===== src/rtl/commit_event_sequencer.sv =====
// Orders commit records and trap events into one checker-side stream through a small FIFO.
// Optional statistics counters are enabled with the COMMIT_SEQ_STATS_EN macro.
module commit_event_sequencer #(
  parameter int DEPTH = 4
) (
  input  logic                     clock,
  input  logic                     reset,
  input  logic                     commit_valid,
  input  logic [31:0]              commit_pc,
  input  logic [31:0]              commit_inst,
  input  logic                     event_valid,
  input  logic [31:0]              event_cause,
  input  logic [31:0]              event_pc,
  input  logic [31:0]              event_inst,
  output logic                     in_ready,
  output logic                     out_valid,
  input  logic                     out_ready,
  output logic                     out_kind,
  output logic [31:0]              out_pc,
  output logic [31:0]              out_inst,
  output logic [31:0]              out_cause,
  output logic                     overflow,
  output logic [$clog2(DEPTH):0]   level
`ifdef COMMIT_SEQ_STATS_EN
  ,
  output logic [31:0]              commit_count,
  output logic [31:0]              event_count,
  output logic [31:0]              stall_cycles
`endif
);

  localparam int AW = $clog2(DEPTH);
  localparam int PW = AW + 1;

  typedef enum logic {RUN, HALTED} state_t;

  typedef struct packed {
    logic        kind;
    logic [31:0] pc;
    logic [31:0] inst;
    logic [31:0] cause;
  } rec_t;

  state_t        state;
  logic [PW-1:0] wr_ptr;
  logic [PW-1:0] rd_ptr;
  logic [PW-1:0] wr_ptr_p1;
  logic [PW-1:0] n_push;
  rec_t          mem [DEPTH];
  rec_t          head;
  rec_t          ev_rec;
  rec_t          cm_rec;
  rec_t          rec0;
  logic          any_in;
  logic          accept;
  logic          we0;
  logic          we1;
  logic          pop;

  assign level     = wr_ptr - rd_ptr;
  assign in_ready  = (PW'(DEPTH) - level) >= PW'(2);
  assign out_valid = (state == RUN) && (level != '0);
  assign head      = mem[rd_ptr[AW-1:0]];
  assign wr_ptr_p1 = wr_ptr + PW'(1);

  // Head fields are gated so they read 0 whenever nothing valid is presented.
  assign out_kind  = out_valid & head.kind;
  assign out_pc    = out_valid ? head.pc    : '0;
  assign out_inst  = out_valid ? head.inst  : '0;
  assign out_cause = out_valid ? head.cause : '0;

  // NOTE: every signal written here gets a default first, so no path leaves it unassigned and no latch is inferred.
  always_comb begin
    ev_rec       = '0;
    ev_rec.kind  = 1'b1;
    ev_rec.pc    = event_pc;
    ev_rec.inst  = event_inst;
    ev_rec.cause = event_cause;
    cm_rec       = '0;
    cm_rec.pc    = commit_pc;
    cm_rec.inst  = commit_inst;
    any_in       = commit_valid | event_valid;
    accept       = (state == RUN) && in_ready;
    we0          = accept && any_in;
    we1          = accept && commit_valid && event_valid;
    rec0         = event_valid ? ev_rec : cm_rec;
    pop          = out_valid && out_ready;
    n_push       = PW'(we0) + PW'(we1);
  end

  // NOTE: the storage array has no reset; validity is carried entirely by the pointers.
  always_ff @(posedge clock) begin
    if (we0) mem[wr_ptr[AW-1:0]] <= rec0;
    if (we1) mem[wr_ptr_p1[AW-1:0]] <= cm_rec;
  end

  // NOTE: sequential state uses non-blocking assignments so all registers update together at the edge.
  always_ff @(posedge clock or posedge reset) begin
    if (reset) begin
      state    <= RUN;
      wr_ptr   <= '0;
      rd_ptr   <= '0;
      overflow <= 1'b0;
    end else begin
      if (state == RUN && any_in && !in_ready) begin
        overflow <= 1'b1;
        state    <= HALTED;
      end
      wr_ptr <= wr_ptr + n_push;
      if (pop) rd_ptr <= rd_ptr + PW'(1);
    end
  end

`ifdef COMMIT_SEQ_STATS_EN
  always_ff @(posedge clock or posedge reset) begin
    if (reset) begin
      commit_count <= '0;
      event_count  <= '0;
      stall_cycles <= '0;
    end else begin
      if (pop && !head.kind) commit_count <= commit_count + 32'd1;
      if (pop && head.kind)  event_count  <= event_count + 32'd1;
      if (state == RUN && !in_ready) stall_cycles <= stall_cycles + 32'd1;
    end
  end
`endif

endmodule


===== config.mk =====
export PLATFORM = sky130hd
export DESIGN_NAME = commit_event_sequencer
export DESIGN_NICKNAME = d
export VERILOG_FILES = /design/src/rtl/commit_event_sequencer.sv
export SDC_FILE = /design/constraint.sdc
export NUM_CORES = 1
export LEC_CHECK = 0
export ABC_CLOCK_PERIOD_IN_PS = 4000
export CAP_MARGIN = 40
export CORE_MARGIN = 2
export CORE_UTILIZATION = 50
export CTS_CLUSTER_SIZE = 16
export DETAILED_ROUTE_END_ITERATION = 10
export GPL_TIMING_DRIVEN = 0
export PLACE_DENSITY_LB_ADDON = 0.05
export SLEW_MARGIN = 40
export SYNTH_ARGS = -nofsm -noshare
export SYNTH_HDL_FRONTEND = slang
export SYNTH_SLANG_ARGS = --single-unit

===== constraint.sdc =====
create_clock -name clock -period 4 [get_ports clock]
set_input_delay 0.4 -clock clock [delete_from_list [all_inputs] [get_ports clock]]
set_output_delay 0.4 -clock clock [all_outputs]
set_load 0.02 [all_outputs]

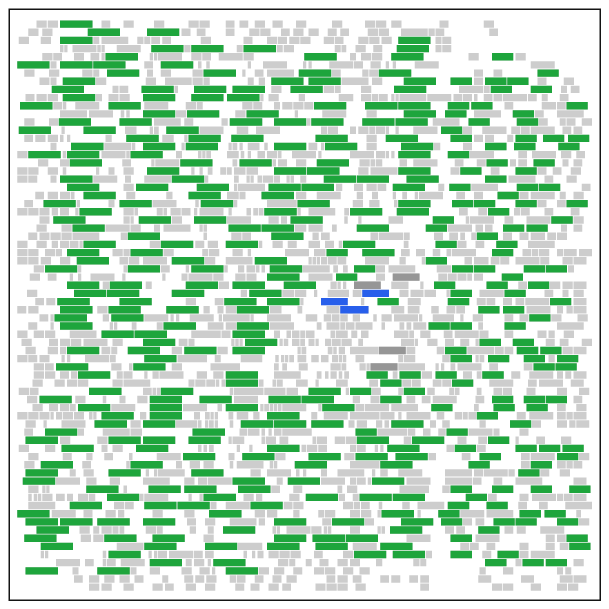
Figure 1: register map, names as in the netlist.
Drawn at 3 px/µm. Other sequential cells in the stronger gray, the rest of the logic in the fainter gray.
mem -> green  # sequential cells 388, where widely spread
wr_ptr -> blue  # sequential cells 3
sequential cell area: 10510 µm²
sequential power: 4.29 mW
post-layout utilization of the core: 0.6460
fraction of area in registers: 0.4453

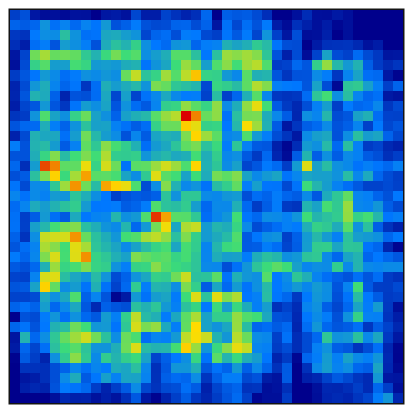
Figure 2: wiring heat map.
Drawn at 2 px/µm. 39 x 39 tiles, from dark blue (low) to red (high), scaled to the fullest tile. Values are wire area over tile area, all layers added.
mean over tiles = 0.26
tiles over half the peak = 15%
fullest tile = 0.84
nearly empty tiles = 3.3%
emptiest ninth of the die = upper right
WL per Instance: 27.08 µm
global-route usage over all layers: 0.3049
total wire length after detailed routing: 58520 µm
overall via count from detail_route: 14200

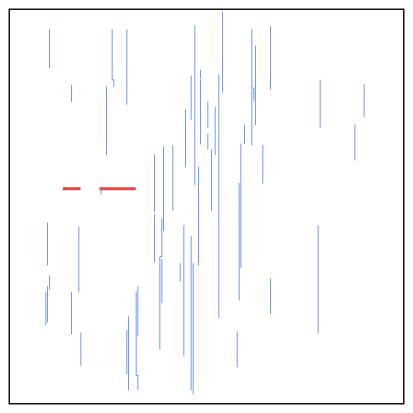
Figure 3: signal wires by layer.
Drawn at 2 px/µm. Only two layers are drawn.
metal 4 -> blue  # wire length 1710 µm
metal 5 -> red  # wire length 23.9 µm

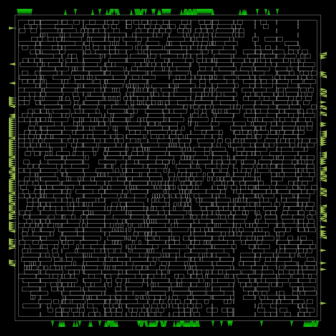
Figure 4: cell placement.
area of the core: 36520 µm²
# rows: 70
count of flip-flops and latches: 395
fillcell total: 2780
post-route non-filler standard cell count: 2161

==> impl_metrics.csv <==
group,metric,value,unit
synth,netlist-cell-type-count,41,
routing,detail_route.iter0.violations,1464,
critical_path,path_cells,"buf_6, inv_1, ha_1, fa_2, xnor2_2, xor2_1, ha_1, nor2_4, buf_12, clkbuf_2, and2_1, dlygate4sd2_1",
flow_run,max_cap_violations,0,
synth,number_of_flops_mapped_to_enable_cells_by_yosys,256,
critical_path,critical_path_maximum_fanout,10,
clock_tree,cts_htree_levels,2,
min_path,worstHoldPathType,"in2async",
placed_design,weighted_congestion_reported_at_the_end_of_routability_driven_placement,0.8551,
synth,syn-cell-area,18520,µm²
critical_path,crit_top_cell,"sky130_fd_sc_hd__ha_1",
placed_design,place_inst,2074,
final_timing,timing_worst_slew_pin_value,787.0,ps
routing,drt_first_pass_iters,6,
floorplanning,initial_core_util,0.5071,
floorplanning,chip_area,38600,µm²
global_routing,antenna_found_initial,4,
cells_and_area,design_area,23590,µm²
final_timing,final-setup-viol-count,0,
synth,flops_after_synth,395,
cells_and_area,final_net_count,1835,
power_and_ir_drop,power_per_cell_area,364.5,nW/µm²
floorplanning,io-pin-count,268,
power_and_ir_drop,ir_drop,0.3111,mV
critical_path,critical_setup_path_class,"reg2out",
final_timing,timing.final.max_slew_violations,0,
placed_design,tally_of_buffers_added_on_design_ports,266,
global_routing,overflow,0,
global_routing,grt_start_max_net_pins,21,
global_routing,first_global_vias,14470,
clock_tree,cts_tree,"built",
power_and_ir_drop,power.leakage,8.745,nW
floorplanning,die-width,196.5,µm
final_timing,crit_path_time_final,3846,ps
critical_path,path_buffers,5,
status,status,"finished, final reports clean",
clock_tree,cts.sink_count,395,
clock_tree,post_cts_resized,100,
synth,synthArstFlopShare,0.01772,
clock_tree,tritoncts.num_buffers,43,
final_timing,hold_ws,156.1,ps
clock_tree,post_cts_buffers,10,
synth,avgSynthCellArea,13.97,µm²
[synth_stat cells (2+ instances only)]
library cell / instances / share of area
sky130_fd_sc_hd__fa_1: 2 / 0.0022
sky130_fd_sc_hd__a21oi_1: 2 / 0.00054
sky130_fd_sc_hd__xnor2_1: 3 / 0.0014
sky130_fd_sc_hd__xor2_1: 3 / 0.0014
sky130_fd_sc_hd__inv_1: 12 / 0.0024
sky130_fd_sc_hd__edfxtp_1: 256 / 0.42
sky130_fd_sc_hd__nand2_1: 5 / 0.0010
sky130_fd_sc_hd__mux4_2: 97 / 0.12
sky130_fd_sc_hd__and2_1: 98 / 0.033
sky130_fd_sc_hd__buf_4: 9 / 0.0036
sky130_fd_sc_hd__dfxtp_1: 132 / 0.14
sky130_fd_sc_hd__ha_1: 6 / 0.0041
sky130_fd_sc_hd__a32o_1: 128 / 0.069
sky130_fd_sc_hd__and3b_1: 2 / 0.00095
sky130_fd_sc_hd__nor2_1: 132 / 0.027
sky130_fd_sc_hd__buf_1: 5 / 0.0010
sky130_fd_sc_hd__o22a_1: 2 / 0.00095
sky130_fd_sc_hd__dfrtp_1: 7 / 0.0095
sky130_fd_sc_hd__a32oi_1: 64 / 0.030
sky130_fd_sc_hd__a22o_1: 128 / 0.061
sky130_fd_sc_hd__buf_6: 22 / 0.013
sky130_fd_sc_hd__buf_2: 56 / 0.015
sky130_fd_sc_hd__a2bb2oi_1: 2 / 0.00095
sky130_fd_sc_hd__nand3_1: 4 / 0.0011
sky130_fd_sc_hd__clkbuf_1: 65 / 0.013
sky130_fd_sc_hd__and3_1: 69 / 0.023
[registers in the layout (all words and copies together) (netlist names)]
name and flops:
mem 388, rd_ptr 3, state 1, wr_ptr 3
[cells by family after synthesis]
kind of cell / count (synthesis) / share of synthesized area
simple gates: 320 / 0.09093
xor+xnor: 6 / 0.002838
fa+ha+maj: 9 / 0.006755
mux: 98 / 0.1186
flops: 395 / 0.5672
buf+inv: 169 / 0.04877
compound gates: 329 / 0.1650
[per-layer routing]
layer / track usage / share of wire
met1: 0.4283 / 0.40
met2: 0.4708 / 0.47
met4: 0.1094 / 0.029
met5: 0 / 0.00039
met3: 0.06622 / 0.11
[where the power goes]
part           internal [mW]  switching [mW]  total, mW
registers               4.29        0.000676       4.29
clock network           2.24            1.62       3.86
logic                  0.202           0.248      0.450
[layout make-up]
type / instances / area, µm²
diodes: 2 / 5.005
plain buffers: 155 / 900.9
clock buffers: 66 / 1309
clock inverters: 8 / 33.78
fillers: 2780 / 12930
inverters: 12 / 60.06
multi-input cells: 762 / 7131
flip-flops and latches: 395 / 10510
well taps: 468 / 585.6
repair buffers: 293 / 3063
[worst paths after layout]
check / depth (start not counted) / start / to / slack (ps)
setup / recovery: 12 / wr_ptr[0] / out_inst[3] / 150
hold / removal: 2 / reset / rd_ptr[2] / 160
setup reg to reg: 16 / wr_ptr[0] / wr_ptr[2] / 180
hold reg to reg: 1 / mem[2][13] / mem[2][13] / 470
max in group asynchronous: 2 / reset / wr_ptr[0] / 3600
min in group clock: 1 / mem[2][13] / mem[2][13] / 470
Power is estimated from default activity; no workload was simulated.
